File: src/rtl/onewire_master.sv
// onewire_master: byte-level 1-Wire bus master that produces
// DS18B20-compatible reset/presence, write-slot and read-slot waveforms.
//
// Ports:
//   i_clk        system clock (24 MHz)
//   i_rst        synchronous active-high reset
//   i_cmd_valid  command request, taken when o_ready is high
//   i_cmd        00 reset/presence, 01 write byte, 10 read byte, 11 no-op
//   i_wr_data    byte to write, latched on accept
//   o_ready      idle (or finishing), can accept a command
//   o_done       one-cycle completion pulse
//   o_rd_data    last byte read
//   o_presence   result of last reset command (1 = device answered)
//   o_owr        1 = pull bus low, 0 = release
//   i_owr        raw bus level from the pad
module onewire_master #(
    parameter int US_DIV = 24,
    parameter int T_RSTL = 480,
    parameter int T_RSTH = 480,
    parameter int T_PDS  = 70,
    parameter int T_SLOT = 70,
    parameter int T_LOW1 = 6,
    parameter int T_LOW0 = 60,
    parameter int T_RDS  = 13
) (
    input  logic       i_clk,
    input  logic       i_rst,
    input  logic       i_cmd_valid,
    input  logic [1:0] i_cmd,
    input  logic [7:0] i_wr_data,
    output logic       o_ready,
    output logic       o_done,
    output logic [7:0] o_rd_data,
    output logic       o_presence,
    output logic       o_owr,
    input  logic       i_owr
);

    localparam int TW = 15;

    localparam logic [TW-1:0] C_ONE  = TW'(1);
    localparam logic [TW-1:0] C_RSTL = TW'(T_RSTL * US_DIV);
    localparam logic [TW-1:0] C_RSTH = TW'(T_RSTH * US_DIV);
    localparam logic [TW-1:0] C_PDS  = TW'(T_PDS * US_DIV);
    localparam logic [TW-1:0] C_SLOT = TW'(T_SLOT * US_DIV);
    localparam logic [TW-1:0] C_LOW1 = TW'(T_LOW1 * US_DIV);
    localparam logic [TW-1:0] C_LOW0 = TW'(T_LOW0 * US_DIV);
    // Read sample point expressed relative to the SLOT_HIGH entry,
    // since the timer restarts when the read low pulse ends.
    localparam logic [TW-1:0] C_RDSH = TW'((T_RDS - T_LOW1) * US_DIV);

    localparam logic [2:0] S_IDLE      = 3'd0;
    localparam logic [2:0] S_RST_LOW   = 3'd1;
    localparam logic [2:0] S_RST_HIGH  = 3'd2;
    localparam logic [2:0] S_SLOT_LOW  = 3'd3;
    localparam logic [2:0] S_SLOT_HIGH = 3'd4;
    localparam logic [2:0] S_DONE      = 3'd5;

    localparam logic [1:0] CMD_RST = 2'b00;
    localparam logic [1:0] CMD_WR  = 2'b01;
    localparam logic [1:0] CMD_RD  = 2'b10;

    // State registers
    logic [2:0]    r_state;
    logic [TW-1:0] r_tmr;
    logic [2:0]    r_idx;
    logic [1:0]    r_cmd;
    logic [7:0]    r_wbyte;
    logic [7:0]    r_rbyte;
    logic          r_owr;
    logic [7:0]    r_rd_data;
    logic          r_presence;
    logic          r_sync1;
    logic          r_sync2;

    // Next-state values
    logic [2:0]    w_state_nxt;
    logic [TW-1:0] w_tmr_nxt;
    logic [2:0]    w_idx_nxt;
    logic [1:0]    w_cmd_nxt;
    logic [7:0]    w_wbyte_nxt;
    logic [7:0]    w_rbyte_nxt;
    logic          w_owr_nxt;
    logic [7:0]    w_rd_nxt;
    logic          w_pres_nxt;

    // Decodes
    logic          w_ready;
    logic          w_accept;
    logic          w_bit;
    logic [TW-1:0] w_low_len;
    logic [TW-1:0] w_high_len;
    logic          w_rd_sample;
    logic          w_low_end;
    logic          w_high_end;

    assign w_ready  = (r_state == S_IDLE) || (r_state == S_DONE);
    assign w_accept = i_cmd_valid && w_ready;

    // Write-0 slots hold the bus low for most of the slot; write-1
    // and read slots only give a short start pulse.
    assign w_bit      = r_wbyte[r_idx];
    assign w_low_len  = ((r_cmd == CMD_WR) && !w_bit) ? C_LOW0 : C_LOW1;
    assign w_high_len = C_SLOT - w_low_len;

    assign w_low_end   = (r_tmr == (w_low_len - C_ONE));
    assign w_high_end  = (r_tmr == (w_high_len - C_ONE));
    assign w_rd_sample = (r_cmd == CMD_RD) && (r_tmr == C_RDSH);

    always_comb begin
        w_state_nxt = r_state;
        w_tmr_nxt   = r_tmr + C_ONE;
        w_idx_nxt   = r_idx;
        w_cmd_nxt   = r_cmd;
        w_wbyte_nxt = r_wbyte;
        w_rbyte_nxt = r_rbyte;
        w_owr_nxt   = r_owr;
        w_rd_nxt    = r_rd_data;
        w_pres_nxt  = r_presence;

        case (r_state)
            S_IDLE, S_DONE: begin
                w_state_nxt = S_IDLE;
                w_tmr_nxt   = '0;
                w_owr_nxt   = 1'b0;
                if (w_accept) begin
                    w_cmd_nxt   = i_cmd;
                    w_wbyte_nxt = i_wr_data;
                    w_idx_nxt   = '0;
                    case (i_cmd)
                        CMD_RST: begin
                            w_state_nxt = S_RST_LOW;
                            w_owr_nxt   = 1'b1;
                        end
                        CMD_WR, CMD_RD: begin
                            w_state_nxt = S_SLOT_LOW;
                            w_owr_nxt   = 1'b1;
                            w_rbyte_nxt = '0;
                        end
                        default: begin
                            w_state_nxt = S_DONE;
                        end
                    endcase
                end
            end

            S_RST_LOW: begin
                if (r_tmr == (C_RSTL - C_ONE)) begin
                    w_state_nxt = S_RST_HIGH;
                    w_tmr_nxt   = '0;
                    w_owr_nxt   = 1'b0;
                end
            end

            S_RST_HIGH: begin
                if (r_tmr == C_PDS) begin
                    w_pres_nxt = !r_sync2;
                end
                if (r_tmr == (C_RSTH - C_ONE)) begin
                    w_state_nxt = S_DONE;
                    w_tmr_nxt   = '0;
                end
            end

            S_SLOT_LOW: begin
                if (w_low_end) begin
                    w_state_nxt = S_SLOT_HIGH;
                    w_tmr_nxt   = '0;
                    w_owr_nxt   = 1'b0;
                end
            end

            S_SLOT_HIGH: begin
                if (w_rd_sample) begin
                    w_rbyte_nxt[r_idx] = r_sync2;
                end
                if (w_high_end) begin
                    w_tmr_nxt = '0;
                    if (r_idx == 3'd7) begin
                        w_state_nxt = S_DONE;
                        if (r_cmd == CMD_RD) begin
                            w_rd_nxt = w_rbyte_nxt;
                        end
                    end else begin
                        w_idx_nxt   = r_idx + 3'd1;
                        w_state_nxt = S_SLOT_LOW;
                        w_owr_nxt   = 1'b1;
                    end
                end
            end

            default: begin
                w_state_nxt = S_IDLE;
                w_tmr_nxt   = '0;
                w_owr_nxt   = 1'b0;
            end
        endcase
    end

    // Bus input synchronizer
    always_ff @(posedge i_clk) begin
        if (i_rst) begin
            r_sync1 <= 1'b1;
            r_sync2 <= 1'b1;
        end else begin
            r_sync1 <= i_owr;
            r_sync2 <= r_sync1;
        end
    end

    always_ff @(posedge i_clk) begin
        if (i_rst) begin
            r_state    <= S_IDLE;
            r_tmr      <= '0;
            r_idx      <= '0;
            r_cmd      <= '0;
            r_wbyte    <= '0;
            r_rbyte    <= '0;
            r_owr      <= 1'b0;
            r_rd_data  <= '0;
            r_presence <= 1'b0;
        end else begin
            r_state    <= w_state_nxt;
            r_tmr      <= w_tmr_nxt;
            r_idx      <= w_idx_nxt;
            r_cmd      <= w_cmd_nxt;
            r_wbyte    <= w_wbyte_nxt;
            r_rbyte    <= w_rbyte_nxt;
            r_owr      <= w_owr_nxt;
            r_rd_data  <= w_rd_nxt;
            r_presence <= w_pres_nxt;
        end
    end

    assign o_ready    = w_ready;
    assign o_done     = (r_state == S_DONE);
    assign o_owr      = r_owr;
    assign o_rd_data  = r_rd_data;
    assign o_presence = r_presence;

endmodule

File: config.mk
export PLATFORM = sky130hd
export DESIGN_NAME = onewire_master
export DESIGN_NICKNAME = d
export VERILOG_FILES = /design/src/rtl/onewire_master.sv
export SDC_FILE = /design/constraint.sdc
export NUM_CORES = 1
export LEC_CHECK = 0
export ABC_AREA = 1
export CORE_MARGIN = 1.5
export CORE_UTILIZATION = 35
export CTS_BUF_LIST = sky130_fd_sc_hd__clkbuf_4 sky130_fd_sc_hd__clkbuf_8
export CTS_CLUSTER_DIAMETER = 30
export DETAILED_ROUTE_END_ITERATION = 12
export SLEW_MARGIN = 5
export SYNTH_ARGS = -nofsm -noshare
export SYNTH_HDL_FRONTEND = slang
export SYNTH_SLANG_ARGS = --single-unit
File: constraint.sdc
create_clock -name i_clk -period 5.9 [get_ports i_clk]
set_input_delay 1.18 -clock i_clk [delete_from_list [all_inputs] [get_ports i_clk]]
set_output_delay 1.18 -clock i_clk [all_outputs]
set_load 0.02 [all_outputs]
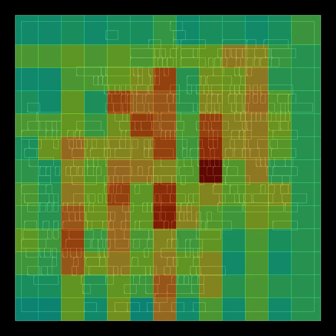
(images/congestion.png)
met2 track demand over resource: 26.0%
met3 track demand over resource in global routing: 2.57%
WL/cell: 11.6 µm
routing layer with the top usage in global route: met2
Final Core Density: 41.5%

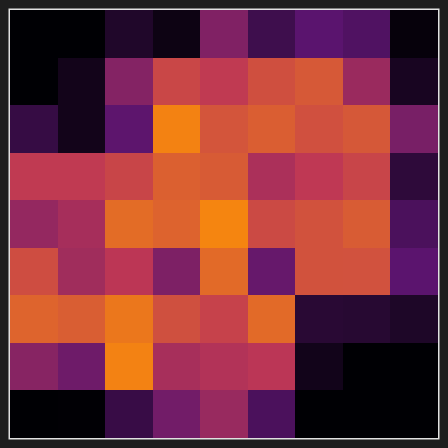
(images/cell_density.png)
9 x 9 tiles, from black (low) to pale yellow (high), 0 to 100% covered.
mean over tiles	36%
emptiest ninth of the die	bottom right
nearly empty tiles	14%

==> impl_summary.log <==
[flow] final metrics
INFO  metric place_ws = 2.56 ns
INFO  metric timing.critical_path.slowest_stage_cell = sky130_fd_sc_hd__a21oi_1
INFO  metric dp.final_hpwl = 4.39 mm
INFO  metric pg_clk = 0.215 mW
INFO  metric worst_setup_hold_path_clk_slew = 0.11 ns
INFO  metric global_route_wire_length_before_repair = 10.5 mm
INFO  metric synthMuxAreaShare = 3.28%
INFO  metric cpLargestDelayFamily = AND-OR/OR-AND gates
INFO  metric syn_to_final_growth = 15.5%
INFO  metric taps = 102
INFO  metric r2r_slack = 3.46 ns
INFO  metric post_synth_edffs = 0
INFO  metric criticalPathCategory = in -> reg
INFO  metric ys.flop_type = sky130_fd_sc_hd__dfxtp_1
INFO  metric design.core.area = 0.00765 mm²
INFO  metric tns = 0 ns
INFO  metric area.share.combinational = 47.2%
INFO  metric finalNetCount = 436
INFO  metric detailroute.wirelength.met2 = 2.79 mm
INFO  metric share_of_layout_cells_above_drive_strength_1 = 10.8%
INFO  metric post_cts_buffers = 0
INFO  metric r2r_start = r_state[0]
INFO  metric layout.cells.non_filler = 519
INFO  metric final_critical_path_required_period = 3.00 ns
INFO  metric finalSetupViolations = 0
INFO  metric wirelength = 6.01 mm
INFO  metric area.share.sequential = 32.2%
INFO  metric m1WireLength = 2.95 mm
INFO  metric setup_repair_after_global_routing_missed_its_margin = no
INFO  metric drt_first_iter_violations = 130
INFO  metric fillers = 796
INFO  metric final_max_slew_viol_count = 0
INFO  metric yosysCellCount = 392
INFO  metric warnings = 28
INFO  metric static_leakage = 1.34 nW
INFO  metric via_per_inst = 4.73
INFO  metric ctsRootBufferMaster = sky130_fd_sc_hd__clkbuf_8
INFO  metric synth.cellmix.simpleShare = 34.2%
INFO  metric hold_viol_final = 0
INFO  metric cp.arrival = 3.23 ns
INFO  metric synthArstFlopShare = 0%
INFO  metric firstDrtPassIters = 4
INFO  metric comb_power_share = 37.9%
INFO  metric yosys-dominant-comb-family = simple AND/OR/NAND/NOR gates
INFO  metric series_of_cell_instances_along_the_critical_path = clkdlybuf4s50_1, nand2_1, inv_1, a21oi_1, nand2_1, a21oi_1
INFO  metric yosysTopAreaCell = sky130_fd_sc_hd__dfxtp_1
INFO  metric fin_crit_share = 50.9%
INFO  metric largest_reg_flops = 15
INFO  metric cts.htree.levels = 2
INFO  metric grt.total_usage = 15.1%
INFO  metric setup.worst_path.end_class = flop
INFO  metric critical_path_required = 6.13 ns
INFO  metric largest_net_degree_at_the_start_of_global_routing = 27
INFO  metric run_status = complete, no violations
INFO  metric worst_ir_drop_vdd = 107 µV
INFO  metric top_power_group = sequential cells
INFO  metric cp.buffers_inverters = 2
INFO  metric layout.area.comb = 0.00150 mm²
INFO  metric power_density = 322 mW/mm²
INFO  metric most-common-layout-cells = sky130_fd_sc_hd__nand2_1 (84), sky130_fd_sc_hd__nor2_1 (58), sky130_fd_sc_hd__dfxtp_1 (51), sky130_fd_sc_hd__inv_1 (44), sky130_fd_sc_hd__o21ai_0 (30)
INFO  metric postSynthCellCount = 392
INFO  metric post_synth_fa_ha_maj_area_fraction = 2.73%
INFO  metric dieWidth = 91.6 µm
INFO  metric numCtsBuffers = 5
INFO  metric cts.hold.buffers_added = 0
INFO  metric finalWorstSetupSlack = 2.90 ns
INFO  metric dieArea = 0.00839 mm²
INFO  metric cts.repair.resized = 0
INFO  metric place.port_buffers = 25
INFO  metric timing.hold.worst.start = r_sync1
INFO  metric post_route_cell_area = 0.00318 mm²
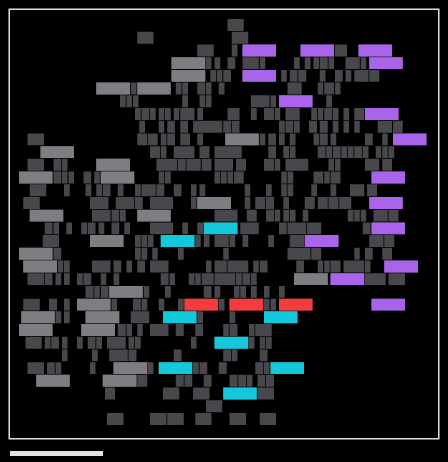
(images/flops_by_reg.png)
Bar = 20 µm. Other sequential cells in the stronger gray, the rest of the logic in the fainter gray.
signal	color	placed flops
r_idx	red	3
r_tmr	purple	15
r_wbyte	cyan	8
not colored	25
FF/Latch Area: 0.00102 mm²
sequential-cell power consumption: 0.420 mW

Power is estimated from default activity; no workload was simulated.
